$ cat src/rtl/onehot_decoder_pipe.sv
// Registered binary-index to one-hot decoder with valid/ready handshakes,
// a 2-entry output FIFO, out-of-range flagging and a saturating error counter.

module onehot_decoder_lane #(
  parameter int IDX_W = 2,
  parameter int LANE  = 0
) (
  input  logic [IDX_W-1:0] i_idx,
  input  logic             i_en,
  output logic             o_bit
);
  assign o_bit = i_en && (int'(i_idx) == LANE);
endmodule

module onehot_decoder_pipe #(
  parameter int IDX_W = 2,
  parameter int N     = 4,
  parameter int ERR_W = 8
) (
  input  logic             clk,
  input  logic             rst_n,
  input  logic             in_valid,
  output logic             in_ready,
  input  logic [IDX_W-1:0] in_idx,
  input  logic             in_en,
  output logic             out_valid,
  input  logic             out_ready,
  output logic [N-1:0]     out_onehot,
  output logic             out_err,
  output logic [ERR_W-1:0] err_cnt
);
  typedef struct packed {
    logic [N-1:0] oh;
    logic         err;
  } ent_t;

  typedef enum logic [1:0] {EMPTY = 2'd0, ONE = 2'd1, FULL = 2'd2} cnt_e;

  cnt_e             r_cnt;
  ent_t             r_hd, r_tl;
  logic [ERR_W-1:0] r_err_cnt;
  logic [N-1:0]     w_hit;
  ent_t             w_dec;
  logic             w_push, w_pop;

  // Indices at or above N have no lane, so they fall through to an all-zero word.
  for (genvar g = 0; g < N; g++) begin : g_lane
    onehot_decoder_lane #(.IDX_W(IDX_W), .LANE(g)) u_lane (
      .i_idx (in_idx),
      .i_en  (in_en),
      .o_bit (w_hit[g])
    );
  end

  always_comb begin
    w_dec     = '0;
    w_dec.oh  = w_hit;
    w_dec.err = in_en && (int'(in_idx) >= N);
  end

  assign in_ready   = (r_cnt != FULL);
  assign out_valid  = (r_cnt != EMPTY);
  assign w_push     = in_valid && in_ready;
  assign w_pop      = out_valid && out_ready;
  assign out_onehot = r_hd.oh;
  assign out_err    = r_hd.err;
  assign err_cnt    = r_err_cnt;

  // Head is cleared when the buffer drains so idle outputs read as zero.
  always_ff @(posedge clk or negedge rst_n) begin
    if (!rst_n) begin
      r_cnt <= EMPTY;
      r_hd  <= '0;
      r_tl  <= '0;
    end else begin
      case (r_cnt)
        EMPTY: if (w_push) begin
          r_hd  <= w_dec;
          r_cnt <= ONE;
        end
        ONE: begin
          if (w_push && w_pop) begin
            r_hd <= w_dec;
          end else if (w_push) begin
            r_tl  <= w_dec;
            r_cnt <= FULL;
          end else if (w_pop) begin
            r_hd  <= '0;
            r_cnt <= EMPTY;
          end
        end
        FULL: if (w_pop) begin
          r_hd  <= r_tl;
          r_cnt <= ONE;
        end
        default: r_cnt <= EMPTY;
      endcase
    end
  end

  always_ff @(posedge clk or negedge rst_n) begin
    if (!rst_n)
      r_err_cnt <= '0;
    else if (w_push && w_dec.err && (r_err_cnt != {ERR_W{1'b1}}))
      r_err_cnt <= r_err_cnt + 1'b1;
  end
endmodule

$ cat config.mk
export PLATFORM = sky130hd
export DESIGN_NAME = onehot_decoder_pipe
export DESIGN_NICKNAME = d
export VERILOG_FILES = /design/src/rtl/onehot_decoder_pipe.sv
export SDC_FILE = /design/constraint.sdc
export NUM_CORES = 1
export LEC_CHECK = 0
export ABC_AREA = 1
export CORE_MARGIN = 2
export CORE_UTILIZATION = 38
export DETAILED_ROUTE_END_ITERATION = 10
export GPL_TIMING_DRIVEN = 0
export PLACE_DENSITY = 0.66
export SYNTH_ARGS = -nofsm -noshare
export SYNTH_HDL_FRONTEND = slang
export SYNTH_HIERARCHICAL = 1
export SYNTH_SLANG_ARGS = --single-unit
export TNS_END_PERCENT = 10
$ cat constraint.sdc
create_clock -name clk -period 3.3 [get_ports clk]
set_input_delay 0.99 -clock clk [delete_from_list [all_inputs] [get_ports clk]]
set_output_delay 0.99 -clock clk [all_outputs]
set_load 0.01 [all_outputs]
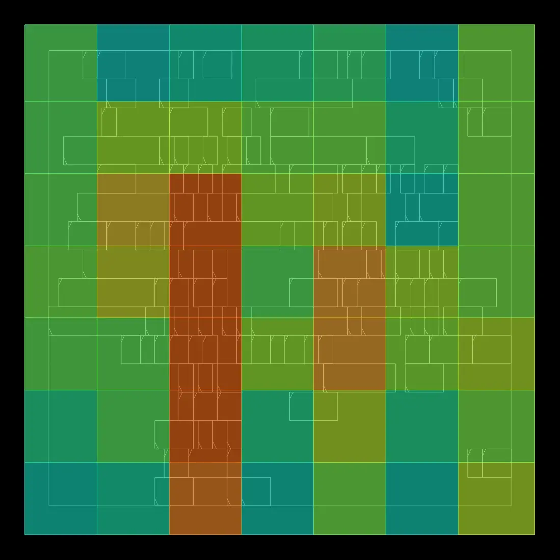
*Routing congestion*
Util after Layout: 50.98%
met2 global-route usage: 20.78%
Avg WL per Cell: 8.368 um

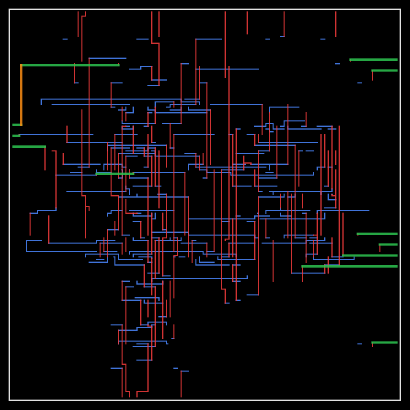
*Metal layers overlaid*
(8 px per um)
Key: metal 4 = orange [wire length 7.50 um]; metal 3 = green [wire length 59.3 um]; metal 1 = blue [wire length 572 um]; metal 2 = red [wire length 659 um]
GRT Util Overall: 11.54%
total detailed-routing wirelength: 1297 um
overall via count from detail_route: 656

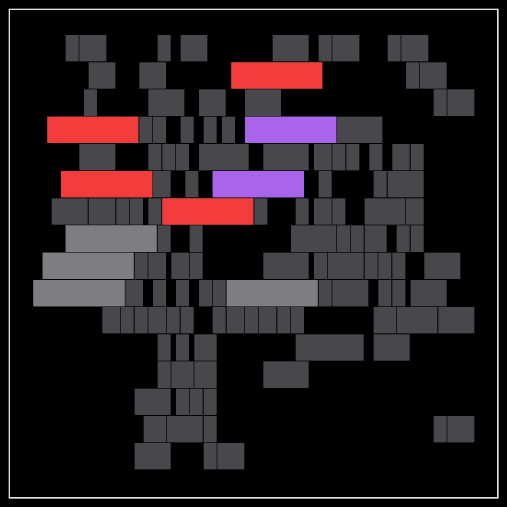
*Where the registers sit*
(10 px per um) Other sequential cells in the stronger grey, the rest of the logic in the fainter grey.
Key: out_onehot = red [placed flops 4]; r_cnt = purple [placed flops 2]
Another 4 sequential cells are not coloured.

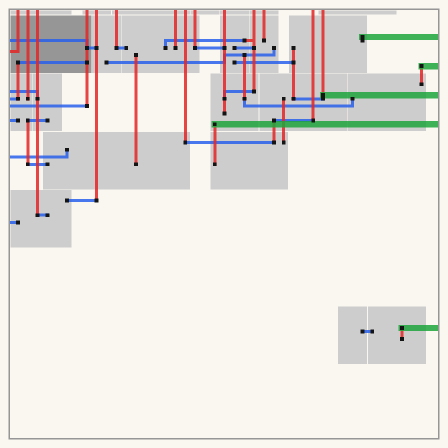
*Close-up of the layout*
Window x 27 to 47, y 2 to 22 um. Cells in grey, sequential cells in the stronger grey; small squares are vias.
Key: metal 3 = green; metal 2 = red; metal 1 = blue
Sequential cells in the window: 0. Most frequent: inv_2 (3), clkdlybuf4s50_1 (3), nand2_1 (2). 15 logic cells have their middle in the window.

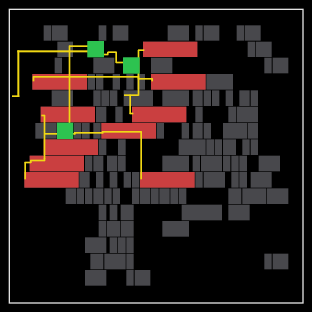
*Routed clock nets over the placement*
(6 px per um)
Key: flip-flops = red [count 10]; clock wires = yellow [length 121 um]; clock drivers = green [count 3]
There are 4 routed clock nets.

==> summary.txt <==
fresh numbers from the pnr run: floorplan die width=48.71 um, leading register cell type out of synthesis=sky130_fd_sc_hd__dfrtp_1, Vert. Die Dim=48.71 um, Worst Setup EP=in_ready, slowest cell on the critical path=sky130_fd_sc_hd__clkdlybuf4s50_1, worst setup margin=0.6564 ns, outcome=complete, no violations, Final min period=2.644 ns, clk root buf=sky130_fd_sc_hd__clkbuf_4, worst reg-to-reg path cell count=10, top fanout value on the critical path=5, post-synthesis to final-layout area growth=29.00%, Post-Place Worst Slack=0.9316 ns, ys async rst share=100.0%, core utilization at floorplan=39.52%, drt pass-1 iters=4, top cells by area, synth=sky130_fd_sc_hd__dfrtp_1, sky130_fd_sc_hd__nand2_1, sky130_fd_sc_hd__buf_4, sky130_fd_sc_hd__ha_1, sky130_fd_sc_hd__inv_1, relative contribution of sequential cells to total power=28.9%, Switch Pwr=304.9 uW, CP Capture Type=primary output, worst setup slack for register-to-register paths=1.78 ns, Netlist Area Pre-Place=759.5 um^2, number of instances in the synthesized netlist=104, fraction of synthesized cell area in xor and xnor cells=0%, Main power group=combinational logic, number of design-rule violations left by the first detailed-router iteration=12, launch point of the worst reg-to-reg path=r_cnt[1]$_DFFE_PN0P_, Final Non-Filler Cells=155, count of pins over their slew limit=0, Post-DRT Antenna Nets=0, Max Root-Sink Buffers=2, share of the synthesized area in the top cell type=32.95%, largest family of logic cells by area=simple AND/OR/NAND/NOR gates, area fraction in mux cells=0%, top-count cell post-synth=sky130_fd_sc_hd__nand2_1, Placed Instances=151, Total Power=719.1 uW, Crit Path Category=reg -> out, PortBufs=12, Worst Setup SP=r_cnt[0]$_DFFE_PN0P_, fraction of the mapped netlist area in simple logic gates=34.43%, power drawn by the sequential cells=207 uW, synthesized-area fraction occupied by adder cells=8.237%, antenna cells=0, Core ar.=0.001922 mm^2, sort of element at the start of the critical path=flop, estimated wirelength of the detail-placed design=1101 um, post-route worst hold slack=0.4786 ns
[critical path: cells and delay by family, from the launching register on]
| kind | cells | cell delay, ns |
|---|---|---|
| adders and majority gates | 1 | 0.28 |
| buffers and inverters | 3 | 0.73 |
| DFF | 1 | 0.39 |
[flip-flops by register name (all words and copies together) (netlist names)]
| register | count |
|---|---|
| out_onehot | 4 |
| r_tl | 4 |
| r_cnt | 2 |
[cell type report]
cell class | instances | area [um^2] | share of cell area [%]
well taps | 27 | 33.78 | 3.448
flip-flops and latches | 10 | 250.2 | 25.54
inverters | 16 | 60.06 | 6.130
repair buffers | 12 | 120.1 | 12.26
multi-input cells | 77 | 411.6 | 42.02
plain buffers | 9 | 67.56 | 6.897
clock buffers | 4 | 36.28 | 3.704
[per-layer routing]
| layer | share of wire [%] | up-vias | GRT usage (%) |
|---|---|---|---|
| li1 | - | 346 | - |
| met1 | 44 | 296 | 13.50 |
| met2 | 51 | 12 | 20.78 |
| met3 | 4.5 | 2 | 2.160 |
| met4 | 0.54 | 0 | 4.286 |
| met5 | 0 | - | 0 |
[worst min-delay path by stage]
stage | slack, ns | startpoint | endpoint | depth (start not counted)
floorplan | 0.46 | r_tl[4]$_DFFE_PN0P_ | r_tl[4]$_DFFE_PN0P_ | 2
CTS | 0.48 | out_onehot[1]$_DFFE_PN0P_ | out_onehot[1]$_DFFE_PN0P_ | 2
global placement | 0.47 | out_onehot[3]$_DFFE_PN0P_ | out_onehot[3]$_DFFE_PN0P_ | 2
global route | 0.52 | r_tl[4]$_DFFE_PN0P_ | r_tl[4]$_DFFE_PN0P_ | 2
finish | 0.48 | out_onehot[1]$_DFFE_PN0P_ | out_onehot[1]$_DFFE_PN0P_ | 2
detailed placement | 0.47 | out_onehot[1]$_DFFE_PN0P_ | out_onehot[1]$_DFFE_PN0P_ | 2
Power figures rest on the tool's default switching activity, not on a simulated workload.
